File: src/rtl/alu_result_stage.sv
// Registered ALU datapath and result stage with valid/ready handoff to writeback.
// Define ALU_RESULT_SKID_EN for a 2-entry (output + skid) buffer with registered in_ready.
module alu_result_stage #(
  parameter int unsigned XLEN  = 32,
  parameter int unsigned CNT_W = 32
) (
  input  logic             clk,
  input  logic             reset,
  input  logic [XLEN:0]    in_a,
  input  logic [XLEN:0]    in_b,
  input  logic [4:0]       alu_op,
  input  logic [4:0]       in_rd,
  input  logic             in_valid,
  output logic             in_ready,
  input  logic             flush,
  output logic             out_valid,
  input  logic             out_ready,
  output logic [XLEN-1:0]  out_result,
  output logic [4:0]       out_rd,
  output logic             out_illegal,
  output logic [CNT_W-1:0] retired_cnt
);

  typedef enum logic [4:0] {
    OP_ADD  = 5'd0,
    OP_SUB  = 5'd1,
    OP_SLT  = 5'd2,
    OP_SLTU = 5'd3,
    OP_XOR  = 5'd4,
    OP_OR   = 5'd5,
    OP_AND  = 5'd6,
    OP_LUI  = 5'd7
  } alu_op_e;

  typedef struct packed {
    logic            illegal;
    logic [4:0]      rd;
    logic [XLEN-1:0] result;
  } entry_t;

  entry_t          new_e;
  logic [XLEN-1:0] sum_lo;
  logic [XLEN:0]   diff;
  logic            slt;

  // Only the low XLEN bits of the sum survive, so the add is done at XLEN width.
  always_comb begin
    sum_lo = in_a[XLEN-1:0] + in_b[XLEN-1:0];
    diff   = in_a - in_b;
    slt    = $signed(in_a[XLEN-1:0]) < $signed(in_b[XLEN-1:0]);
    new_e  = '0;
    new_e.rd = in_rd;
    case (alu_op_e'(alu_op))
      OP_ADD:  new_e.result = sum_lo;
      OP_SUB:  new_e.result = diff[XLEN-1:0];
      OP_SLT:  new_e.result = {{(XLEN-1){1'b0}}, slt};
      OP_SLTU: new_e.result = {{(XLEN-1){1'b0}}, diff[XLEN]};
      OP_XOR:  new_e.result = in_a[XLEN-1:0] ^ in_b[XLEN-1:0];
      OP_OR:   new_e.result = in_a[XLEN-1:0] | in_b[XLEN-1:0];
      OP_AND:  new_e.result = in_a[XLEN-1:0] & in_b[XLEN-1:0];
      OP_LUI:  new_e.result = in_b[XLEN-1:0];
      default: new_e.illegal = 1'b1;
    endcase
  end

  logic             out_valid_q, out_valid_d;
  entry_t           out_e_q, out_e_d;
  logic [CNT_W-1:0] cnt_q, cnt_d;
  logic             accept;
  logic             retire;

  assign retire = out_valid_q & out_ready;
  assign cnt_d  = retire ? cnt_q + 1'b1 : cnt_q;

`ifdef ALU_RESULT_SKID_EN
  logic   skid_valid_q, skid_valid_d;
  entry_t skid_e_q, skid_e_d;
  logic   in_ready_q, in_ready_d;

  assign in_ready = in_ready_q;
  assign accept   = in_valid & in_ready_q;

  // in_ready_q mirrors skid emptiness, so an accept never coincides with a full skid.
  always_comb begin
    out_valid_d  = out_valid_q;
    out_e_d      = out_e_q;
    skid_valid_d = skid_valid_q;
    skid_e_d     = skid_e_q;
    if (flush) begin
      out_valid_d  = 1'b0;
      skid_valid_d = 1'b0;
    end else if (skid_valid_q) begin
      if (retire) begin
        out_e_d      = skid_e_q;
        skid_valid_d = 1'b0;
      end
    end else if (accept) begin
      if (!out_valid_q || retire) begin
        out_valid_d = 1'b1;
        out_e_d     = new_e;
      end else begin
        skid_valid_d = 1'b1;
        skid_e_d     = new_e;
      end
    end else if (retire) begin
      out_valid_d = 1'b0;
    end
    in_ready_d = ~skid_valid_d;
  end

  always_ff @(posedge clk) begin
    if (reset) begin
      skid_valid_q <= 1'b0;
      skid_e_q     <= '0;
      in_ready_q   <= 1'b1;
    end else begin
      skid_valid_q <= skid_valid_d;
      skid_e_q     <= skid_e_d;
      in_ready_q   <= in_ready_d;
    end
  end
`else
  assign in_ready = ~out_valid_q | out_ready;
  assign accept   = in_valid & in_ready;

  always_comb begin
    out_valid_d = out_valid_q;
    out_e_d     = out_e_q;
    if (flush) begin
      out_valid_d = 1'b0;
    end else if (accept) begin
      out_valid_d = 1'b1;
      out_e_d     = new_e;
    end else if (retire) begin
      out_valid_d = 1'b0;
    end
  end
`endif

  always_ff @(posedge clk) begin
    if (reset) begin
      out_valid_q <= 1'b0;
      out_e_q     <= '0;
      cnt_q       <= '0;
    end else begin
      out_valid_q <= out_valid_d;
      out_e_q     <= out_e_d;
      cnt_q       <= cnt_d;
    end
  end

  assign out_valid   = out_valid_q;
  assign out_result  = out_e_q.result;
  assign out_rd      = out_e_q.rd;
  assign out_illegal = out_e_q.illegal;
  assign retired_cnt = cnt_q;

endmodule

File: config.mk
export PLATFORM = sky130hd
export DESIGN_NAME = alu_result_stage
export DESIGN_NICKNAME = d
export VERILOG_FILES = /design/src/rtl/alu_result_stage.sv
export SDC_FILE = /design/constraint.sdc
export NUM_CORES = 1
export LEC_CHECK = 0
export ABC_AREA = 1
export CAP_MARGIN = 20
export CORE_ASPECT_RATIO = 1.75
export CORE_MARGIN = 2
export CORE_UTILIZATION = 40
export CTS_CLUSTER_DIAMETER = 150
export DETAILED_ROUTE_END_ITERATION = 16
export GPL_TIMING_DRIVEN = 0
export PLACE_DENSITY_LB_ADDON = 0.12
export SLEW_MARGIN = 40
export SYNTH_ARGS = -nofsm -noshare
export SYNTH_HDL_FRONTEND = slang
export SYNTH_SLANG_ARGS = --single-unit
File: constraint.sdc
create_clock -name clk -period 5.91 [get_ports clk]
set_input_delay 1.4775 -clock clk [delete_from_list [all_inputs] [get_ports clk]]
set_output_delay 1.4775 -clock clk [all_outputs]
set_load 0.05 [all_outputs]
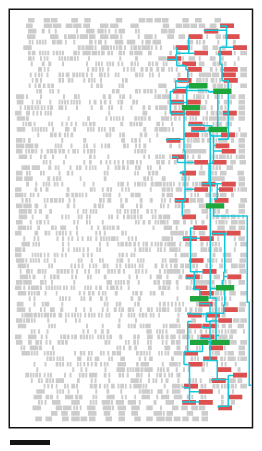
(run_1/clk_routes.png)
Bar = 20 µm.
[red] flip-flops | count: 71
[cyan] clock wires | length: 1030 µm
[green] clock drivers | count: 9
routed clock nets: 10

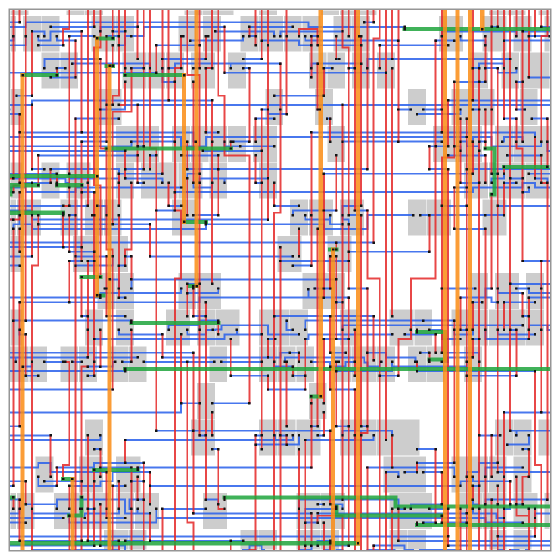
(run_1/detail.png)
Region (40, 42) to (80, 82) µm. Cells in grey, sequential cells in the stronger grey; small squares are vias.
| colour | layer |
|---|---|
| blue | metal 1 |
| green | metal 3 |
| red | metal 2 |
| orange | metal 4 |
most frequent: nand2_1 (59), inv_1 (29), nand3_1 (16)
sequential cells in the window: 0
cells with their middle in the window: 156

==> job_summary.md, run 1 <==
## PnR job results

| Metric | Value |
|---|---|
| Dominant Register Cell | `dfxtp_1` |
| Clk latency late pin | `0.34 ns` |
| Required time of the critical path | `4.43 ns` |
| Input/output buffers | `151` |
| Worst-margin pin slew | `0.8717 ns` |
| OpenROAD warning count | `97` |
| Post-detailed-route wirelength per cell | `18.13 µm` |
| Comb area share | `56.44%` |
| Kind of launch point of the worst setup path | `input pin` |
| Static leakage | `5.942 nW` |
| Proportion of register bits with asynchronous set or reset after synthesis | `0%` |
| Layout Cell Area excl Fill | `11720 µm²` |
| Clock buffer count from CTS | `9` |
| Post-synthesis instance total | `1701` |
| Total vias in the final route | `11260` |
| Setup repair bufs after CTS | `0` |
| Number of hold buffers added after CTS | `0` |
| Number of clock buffers in the layout | `11` |
| Complex Gates by Area | `13.77%` |
| Number of global-route vias before repair | `10980` |
| Worst Path Arrival | `2.90 ns` |
| Leading cell types in the layout, fill and taps excluded | `nand2_1 (514), inv_1 (325), nor2_1 (170), clkdlybuf4s50_1 (151), nand3_1 (132)` |
| Number of nets at floorplan | `1888` |
| Share of cells above drive strength 1 | `3.694%` |
| Pin count of the biggest net entering global routing | `13` |
| Run status | `completed` |
| Reg-to-reg slack, setup | `3.76 ns` |
| Top post-synthesis cells by area | `nand2_1 (20%), dfxtp_1 (15%), ha_1 (14%)` |
| Number of iterations in the first detailed-routing pass | `6` |
| Class of the most critical setup path | `input pin to output pin` |
| Grt ovf | `0` |
| Post-layout util | `50.24%` |
| Seq cells | `71` |
| Summed instance area of the synthesized netlist | `9489 µm²` |
| Hold WC Path Type | `register to register` |
| Total routing resource utilization after global routing | `31.17%` |
| Total number of yosys warnings | `0` |
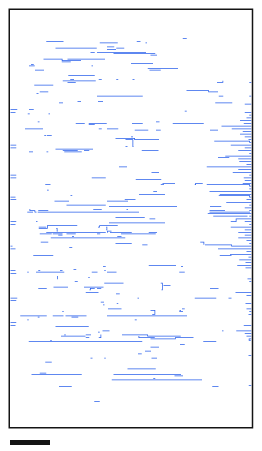
(run_1/layer_met3.png)
Bar = 20 µm.
wire length on this layer: 1920 µm
share of all routed wire: 4.9%
Global Route met3 Usage: 2.280%
drt total wl: 39.38 mm

[run 1: metrics by stage]
| step | worst slack, ns | power (mW) | hold slack, ns |
|---|---|---|---|
| final | 1.534 | 1.798 | 0.4636 |
| after global routing | 1.513 | 1.900 | 0.4814 |
| after global placement | 1.438 | 1.187 | 0.4523 |
| after detailed placement | 1.456 | 1.193 | 0.4541 |
| after CTS | 1.537 | 1.794 | 0.4634 |
| after floorplan | 2.581 | 0.9364 | 0.6859 |
[run 1: layer usage]
| metal | vias up | global-route usage [%] |
|---|---|---|
| li1 | 5672 | - |
| met4 | 0 | 19.81 |
| met2 | 423 | 57.59 |
| met5 | - | 0 |
| met1 | 5045 | 33.42 |
| met3 | 120 | 2.280 |
==> inputs of run 2 (changes only) <==
- clock period: 5.91 -> 4.1 ns (I/O delays scaled with it)
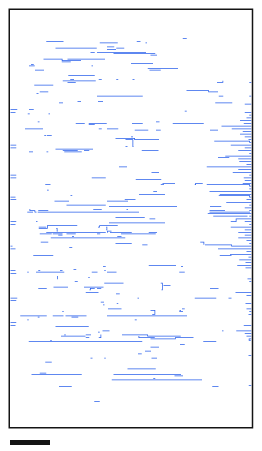
(run_2/layer_met3.png)
Bar = 20 µm.
share of all routed wire: 4.9%
nets with wire on the layer: 208
longest straight run: 56.4 µm

==> job_summary.md, run 2 <==
## PnR job results

| Metric | Value |
|---|---|
| Worst Path Arrival | `3.99 ns (+1.09 ns)` |
| Dominant Register Cell | `dfxtp_1` |
| Pin count of the biggest net entering global routing | `13 (unchanged)` |
| Required time of the critical path | `4.30 ns (-0.13 ns)` |
| Hold WC Path Type | `register to register` |
| Rel. slew slack | `41.89%` |
| Total negative slack for setup checks | `0 ns` |
| Setup repair bufs after CTS | `0 (unchanged)` |
| Slew Limit Fails | `0` |
| Final hold violation count | `0` |
| Kind of launch point of the worst setup path | `input pin` |
| Post-layout util | `50.24% (unchanged)` |
| Leading cell types in the layout, fill and taps excluded | `nand2_1 (514), inv_1 (325), nor2_1 (170), clkdlybuf4s50_1 (151), nand3_1 (132)` |
| Run status | `completed` |
| Clock buffer count from CTS | `9 (unchanged)` |
| Number of iterations in the first detailed-routing pass | `6 (unchanged)` |
| Number of nets in the layout | `2050` |
| Total routing resource utilization after global routing | `31.17% (unchanged)` |
| Total number of yosys warnings | `0 (unchanged)` |
| Worst Hold Endpoint | `out_result[24]` |
| Reg-to-reg slack, setup | `1.95 ns (-1.81 ns)` |
| Clk latency late pin | `0.34 ns (about the same)` |
| Class of the most critical setup path | `input pin to register` |
| Worst-case hold slack | `0.4636 ns (unchanged)` |
| Yosys adder share | `14.14%` |
| Layout Cell Area excl Fill | `11720 µm² (unchanged)` |
| Summed instance area of the synthesized netlist | `9489 µm² (unchanged)` |
| Number of nets at floorplan | `1888 (unchanged)` |
| Grt ovf | `0 (unchanged)` |
| Complex Gates by Area | `13.77% (unchanged)` |
| Proportion of register bits with asynchronous set or reset after synthesis | `0% (unchanged)` |
| Static leakage | `5.942 nW (unchanged)` |
| Number of global-route vias before repair | `10980 (unchanged)` |
| Setup slack after layout | `0.3157 ns (-1.218 ns)` |
| Share of synthesized area occupied by flip-flops and latches | `14.98%` |
| Input/output buffers | `151 (unchanged)` |
| Number of hold buffers added after CTS | `0 (unchanged)` |
| Power, Total | `2.592 mW (+44%)` |
| Worst-margin pin slew | `0.8717 ns (unchanged)` |
| Total vias in the final route | `11260 (unchanged)` |
| Drt total wl | `39.38 mm (unchanged)` |
| Share of cells above drive strength 1 | `3.694% (unchanged)` |
| Top post-synthesis cells by area | `nand2_1 (20%), dfxtp_1 (15%), ha_1 (14%)` |
| Power density over the cells | `221.1 nW/µm²` |
| Post-synthesis instance total | `1701 (unchanged)` |
run 2: routing by layer:
metal  part of all wire (%)  global-route usage, %  up-vias  wire, µm
li1                       -                      -     5672         -
met1                     37                  33.42     5045     14540
met2                     51                  57.59      423     20050
met3                    4.9                  2.280      120      1918
met4                    7.3                  19.81        0      2870
met5                      0                      0        -         0
run 2: cell type report:
cell class | instances | area share [%]
Inverter | 327 | 10.47
Multi-Input combinational cell | 1251 | 56.44
Tap cell | 304 | 3.245
Buffer | 52 | 1.985
Sequential cell | 71 | 12.13
Clock inverter | 5 | 0.6832
Timing Repair Buffer | 151 | 12.90
Clock buffer | 11 | 2.156
Power and IR drop assume default switching activity.
